### src/rtl/fifo_frame_unpacker.sv
// Pops wide FIFO words and emits each as c_IN_WIDTH/c_OUT_WIDTH narrow beats, framed by sof/eof over a commanded word count.
// Latency: first pop the cycle after start is accepted, first beat the cycle after that pop; sustained 1 beat/cycle.
// Backpressure: out_vld is registered and holds until out_rdy; the next word is popped only as the current one drains.
//
// Ports: clk/rst (sync, active-high); start/frame_len/abort/busy/done control;
//        fifo_data/fifo_vld/fifo_en FIFO read side; out_data/out_vld/out_rdy/out_sof/out_eof beat stream.
module fifo_frame_unpacker #(
    parameter int c_IN_WIDTH  = 32,
    parameter int c_OUT_WIDTH = 8,
    parameter int c_LEN_WIDTH = 16,
    parameter int c_LSB_FIRST = 1
) (
    input  logic                   clk,
    input  logic                   rst,
    input  logic                   start,
    input  logic [c_LEN_WIDTH-1:0] frame_len,
    input  logic                   abort,
    output logic                   busy,
    output logic                   done,
    input  logic [c_IN_WIDTH-1:0]  fifo_data,
    input  logic                   fifo_vld,
    output logic                   fifo_en,
    output logic [c_OUT_WIDTH-1:0] out_data,
    output logic                   out_vld,
    input  logic                   out_rdy,
    output logic                   out_sof,
    output logic                   out_eof
);
    localparam int R      = c_IN_WIDTH / c_OUT_WIDTH;
    localparam int LOG_R  = $clog2(R);
    localparam int LANE_W = (LOG_R > 0) ? LOG_R : 1;
    localparam int BEAT_W = c_LEN_WIDTH + LOG_R;
    localparam logic [LANE_W-1:0] LAST_LANE = LANE_W'(R - 1);

    typedef enum logic [1:0] {S_IDLE, S_RUN, S_DONE} state_t;
    state_t state, state_nxt;

    logic [c_IN_WIDTH-1:0]  hold;
    logic                   hold_vld;
    logic [LANE_W-1:0]      lane;
    logic [LANE_W-1:0]      lane_sel;
    logic [c_LEN_WIDTH-1:0] fetch_left;
    logic [BEAT_W-1:0]      beat_left;
    logic                   sof_pend;
    logic                   xfer;
    logic                   last_lane;
    logic                   pop;
    logic [c_OUT_WIDTH-1:0] lanes [R];

    assign xfer      = out_vld & out_rdy;
    assign last_lane = (lane == LAST_LANE);
    assign lane_sel  = (c_LSB_FIRST != 0) ? lane : (LAST_LANE - lane);

    for (genvar g = 0; g < R; g++) begin : g_lane
        assign lanes[g] = hold[g*c_OUT_WIDTH +: c_OUT_WIDTH];
    end

    assign out_data = lanes[lane_sel];
    assign out_vld  = hold_vld;
    assign out_sof  = hold_vld & sof_pend;
    assign out_eof  = hold_vld & (beat_left == BEAT_W'(1));
    assign fifo_en  = pop;

    always_ff @(posedge clk) begin
        if (rst) begin
            state <= S_IDLE;
        end else begin
            state <= state_nxt;
        end
    end

    always_comb begin
        state_nxt = state;
        pop       = 1'b0;
        busy      = 1'b0;
        done      = 1'b0;
        case (state)
            S_IDLE: begin
                if (start) begin
                    state_nxt = (frame_len != '0) ? S_RUN : S_DONE;
                end
            end
            S_RUN: begin
                busy = 1'b1;
                if (abort) begin
                    state_nxt = S_IDLE;
                end else begin
                    // Refill only when hold is empty or its last lane leaves this cycle,
                    // so a word is never overwritten before all its lanes are sent.
                    pop = (fetch_left != '0) & fifo_vld & (~hold_vld | (xfer & last_lane));
                    if (xfer && beat_left == BEAT_W'(1)) begin
                        state_nxt = S_DONE;
                    end
                end
            end
            S_DONE: begin
                busy      = 1'b1;
                done      = 1'b1;
                state_nxt = S_IDLE;
            end
            default: state_nxt = S_IDLE;
        endcase
        // A reset cycle must not pop: the word would be lost with the cleared hold.
        if (rst) begin
            pop = 1'b0;
        end
    end

    always_ff @(posedge clk) begin
        if (rst) begin
            hold       <= '0;
            hold_vld   <= 1'b0;
            lane       <= '0;
            fetch_left <= '0;
            beat_left  <= '0;
            sof_pend   <= 1'b0;
        end else if (state == S_RUN && abort) begin
            // Partially sent word is dropped; unpopped words stay in the FIFO.
            hold_vld   <= 1'b0;
            lane       <= '0;
            fetch_left <= '0;
            beat_left  <= '0;
            sof_pend   <= 1'b0;
        end else begin
            if (state == S_IDLE && start && frame_len != '0) begin
                fetch_left <= frame_len;
                beat_left  <= BEAT_W'(frame_len) << LOG_R;
                sof_pend   <= 1'b1;
            end else begin
                if (pop) begin
                    fetch_left <= fetch_left - c_LEN_WIDTH'(1);
                end
                if (xfer) begin
                    beat_left <= beat_left - BEAT_W'(1);
                    sof_pend  <= 1'b0;
                end
            end

            if (pop) begin
                hold     <= fifo_data;
                hold_vld <= 1'b1;
                lane     <= '0;
            end else if (xfer) begin
                if (last_lane) begin
                    hold_vld <= 1'b0;
                    lane     <= '0;
                end else begin
                    lane <= lane + LANE_W'(1);
                end
            end
        end
    end
endmodule
### config.mk
export PLATFORM = sky130hd
export DESIGN_NAME = fifo_frame_unpacker
export DESIGN_NICKNAME = d
export VERILOG_FILES = /design/src/rtl/fifo_frame_unpacker.sv
export SDC_FILE = /design/constraint.sdc
export NUM_CORES = 1
export LEC_CHECK = 0
export CAP_MARGIN = 0
export CORE_AREA = 3 3 92 94
export CTS_BUF_LIST = sky130_fd_sc_hd__clkbuf_2 sky130_fd_sc_hd__clkbuf_4 sky130_fd_sc_hd__clkbuf_8
export CTS_CLUSTER_SIZE = 10
export DETAILED_ROUTE_END_ITERATION = 10
export DIE_AREA = 0 0 95 97
export DONT_BUFFER_PORTS = 1
export PLACE_DENSITY = 0.66
export SLEW_MARGIN = 20
export SYNTH_ARGS = -nofsm -noshare
export SYNTH_HDL_FRONTEND = slang
export SYNTH_SLANG_ARGS = --single-unit
export TNS_END_PERCENT = 1
### constraint.sdc
create_clock -name clk -period 3.9 [get_ports clk]
set_input_delay 0.78 -clock clk [delete_from_list [all_inputs] [get_ports clk]]
set_output_delay 0.78 -clock clk [all_outputs]
set_load 0.05 [all_outputs]
flops_by_reg.png
Other sequential cells in the stronger grey, the rest of the logic in the fainter grey.
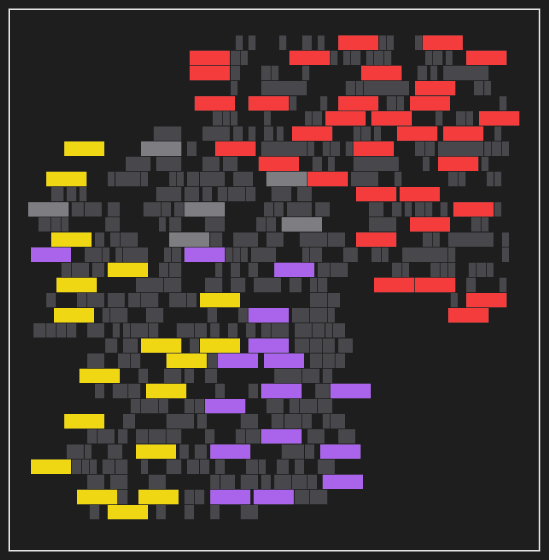
Key: hold = red [sequential cells 32]; beat_left = yellow [sequential cells 18]; fetch_left = purple [sequential cells 16]
Another 6 sequential cells are not coloured.

layer_met1.png
Supply wires on this layer in grey.
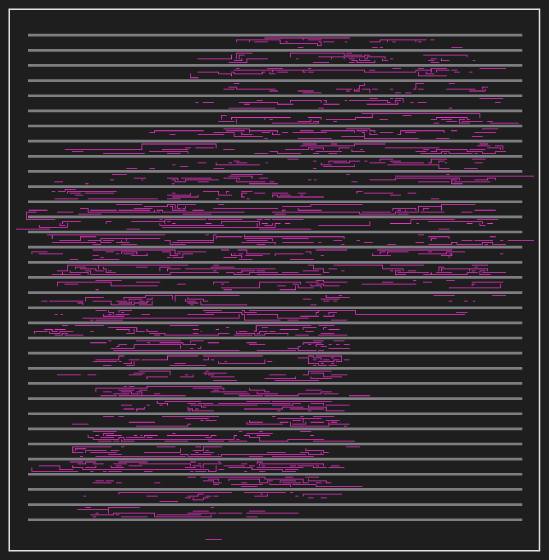
417 nets have wire on it. The longest straight run is 28.1 µm. The layer carries 3390 µm of wire.

logic_types.png
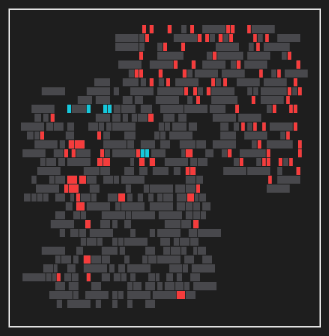
Key: nand cells = red [cells 96, most used nand2_1]; inv cells = cyan [cells 6, most used inv_1]

clocks.png
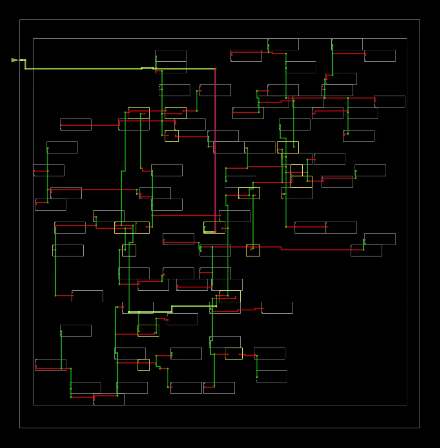
number of buffers created by CTS: 9
clock tree sinks: 72
Seq cells: 72
Final Skew: 0.0112 ns

power_grid.png
Pins as bars on the die edge.
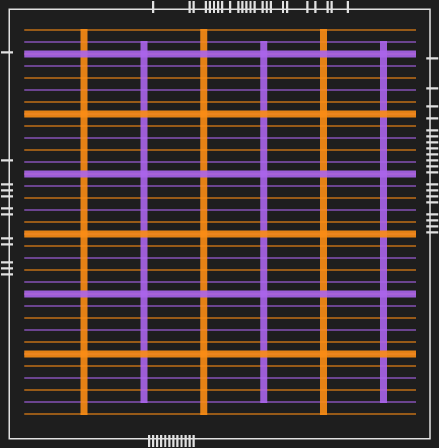
Key: VDD = purple; VSS = orange
6 straps on met4. 6 straps on met5. The core has 32 rows.
die span in x: 95 µm
Max IR drop VDD: 0.000207 V
die boundary height: 97 µm
Core Area: 0.00773 mm²

==> GITHUB_STEP_SUMMARY <==
### Flow metrics

| Metric | Value |
|---|---|
| Status | finished, final reports clean |
| Area fraction in mux cells | 0.0555 |
| Post-synth regs | 72 |
| Adder share | 0.0292 |
| Logic family by area | simple AND/OR/NAND/NOR gates |
| CP delay by family, top | simple AND/OR/NAND/NOR gates |
| Fillers | 749 |
| Average size of a mapped cell | 8.64 µm² |
| Vias in the first global route | 2599 |
| First-pass GRT wire length | 12600 µm |
| Cell total in the yosys stat output | 397 |
| Final setup violating endpoints | 0 |
| Clock transition at path regs | 0.08 ns |
| Synth Warn # | 0 |
| Largest net degree at the start of global routing | 39 |
| Synth Instances | 397 |
| Fin nets | 456 |
| Xor/xnor share | 0.0766 |
| Critical path's largest stage delay | 0.88 ns |
| R2R depth | 7 |
| Crit path time final | 3.30 ns |
| Top cell type by instance count after synthesis | nand2_1 |
| CP startpoint | state[1] |
| Crit path arrival time | 2.52 ns |
| Main flop type | dfxtp_1 |
| Insertion Delay late pin | 0.34 ns |
| Buffers added on ports | 0 |
| EDFF count, synth | 0 |
| Setup Buffers After CTS | 0 |
| Chip area in the Yosys report | 0.00343 mm² |
| Max-area cell share | 0.420 |
| CP max-delay cell | nor2_1 |
| Critical Path Stages | 5 |
| Worst setup SP type | flip-flop |
| Psw | 0.000520 W |
| Floorplan core density | 0.444 |
| Vias per cell | 5.51 |
| Compound Share, Synth | 0.148 |
| Count of tool warnings | 30 |
| Ports | 68 |
| Critical path, cell by cell | inv_1 -> ha_1 -> nor4bb_1 -> nand2_1 -> nor2_1 |
| RSZ-0062 raised after global routing | false |
| FMAX | 303 MHz |
| Cell Pwr Density | 448 mW/mm² |
| CTS tree | yes |
| Hold_ws | 0.449 ns |
| CTS Root Buffer Type | clkbuf_8 |
| P_int | 0.00113 W |
| Simple share | 0.228 |
| HP Start | hold[14] |
| Clock group share of total power | 0.341 |
| Row count | 32 |
| Final hold violation count | 0 |
| Library cells used by synthesis | 46 |
| Grt ovf | 0 |
| Drt first pass iters | 5 |
| DRT iter0 DRCs | 132 |
| Antenna diode count | 0 |
| Hold Crit Depth | 2 |
| Total negative slack | 0 ns |
| Floorplan Nets | 459 |
| Top cells by count | nand2_1, dfxtp_1, a21oi_1, nor4_1, o21ai_0 |
| Sw Ratio | 0.316 |
| MaxCap Viol Count | 0 |
| Final Slew Violations | 0 |
| Post-synth ARST share | 0 |
| Share of layout cells above drive strength 1 | 0.103 |
| DRC | 0 |
| Worst-Margin Slew | 1.11 ns |
| Leakage power | 1.22 nW |
| Area grow syn2layout | 7.15% |
| Tcrit/Tclk final | 0.847 |
| GP Congestion | 0.855 |
| Commonest Layout Cell | nand2_1 |
| RR Startpoint | state[1] |
| Routed Wire Length | 7710 µm |
| Die area | 0.00922 mm² |
| Initial antenna violation count | 0 |
| Hold Path Class | flip-flop to flip-flop |
| DP HPWL | 5620 µm |
| Slew headroom | 0.256 |
| Crit. End Element | primary output |
| WL/cell | 15.4 µm |
| Buf/Inv on CP | 1 |
| Post_cts resized | 0 |
| Critical Path Fanout Max | 4 |
| Sequential Power Share | 0.507 |
| Sequential cell area fraction in the yosys report | 0.420 |
| WP data required | 3.12 ns |
| Synth area leader | dfxtp_1 |
| Comb pwr share | 0.152 |
| Longest Clk Path Bufs | 2 |
| Total global routing track utilization | 0.174 |
| Setup CP Type | flip-flop to primary output |
| Post-DRT Antenna Nets | 0 |
| Mapped Area | 0.00343 mm² |
| Dominant logic cell types in the final layout | nand2_1, dfxtp_1, a21oi_1 |
| Tot Pwr | 0.00165 W |
| Htree depth | 3 |
| Via count | 2762 |
| Cts hold-fix bufs | 0 |
| Biggest area cells | dfxtp_1, a21oi_1, nand2_1 |
-- worst min-delay path: cells and delay by family, from the launching register on --
family	cells	cell delay (ns)
flops	1	0.31
simple gates	1	0.05
compound gates	1	0.05
-- layer usage --
layer / GRT usage / part of all wire / vias up
met1: 0.226 / 0.44 / 1276
li1: - / - / 1409
met5: 0 / 0 / -
met2: 0.269 / 0.48 / 73
met3: 0.0638 / 0.077 / 4
met4: 0.0488 / 0.0080 / 0
-- metrics by stage --
stage	area, µm²	cells	util	setup slack [ns]
finish	3670	501	0.476	0.598
global route	3670	501	0.476	0.474
CTS	3670	501	0.476	0.604
detailed placement	3490	485	0.452	0.764
global placement	3490	485	0.452	0.818
floorplan	3430	397	-	1.02
-- registers in the layout, summed over array words and instances, names as in the netlist --
| name | flops |
|---|---|
| hold | 32 |
| out_vld | 1 |
| sof_pend | 1 |
| beat_left | 18 |
| state | 2 |
| fetch_left | 16 |
| lane | 2 |
-- power by group through the flow --
stage,Clock (W),Combinational (W),Sequential [W]
after global placement,0,0.000245,0.000848
after global routing,0.000610,0.000280,0.000842
after detailed placement,0,0.000249,0.000850
after CTS,0.000577,0.000250,0.000833
after floorplan,0,0.000216,0.000839
final,0.000562,0.000251,0.000834
-- final timing paths --
check                  end  slack (ns)
min               hold[14]        0.45
max reg2reg  fetch_left[1]        1.29
max                fifo_en        0.60
min reg2reg       hold[14]        0.45
-- layout make-up --
class / instances / area (µm²) / share of cell area
multi-input cells: 298 / 1850 / 0.502
inverters: 6 / 22.5 / 0.00613
clock inverters: 7 / 61.3 / 0.0167
repair buffers: 7 / 52.6 / 0.0143
clock buffers: 9 / 124 / 0.0337
well taps: 102 / 128 / 0.0347
flip-flops and latches: 72 / 1440 / 0.392
No activity file was given, so power comes from the tool's default toggle rates.
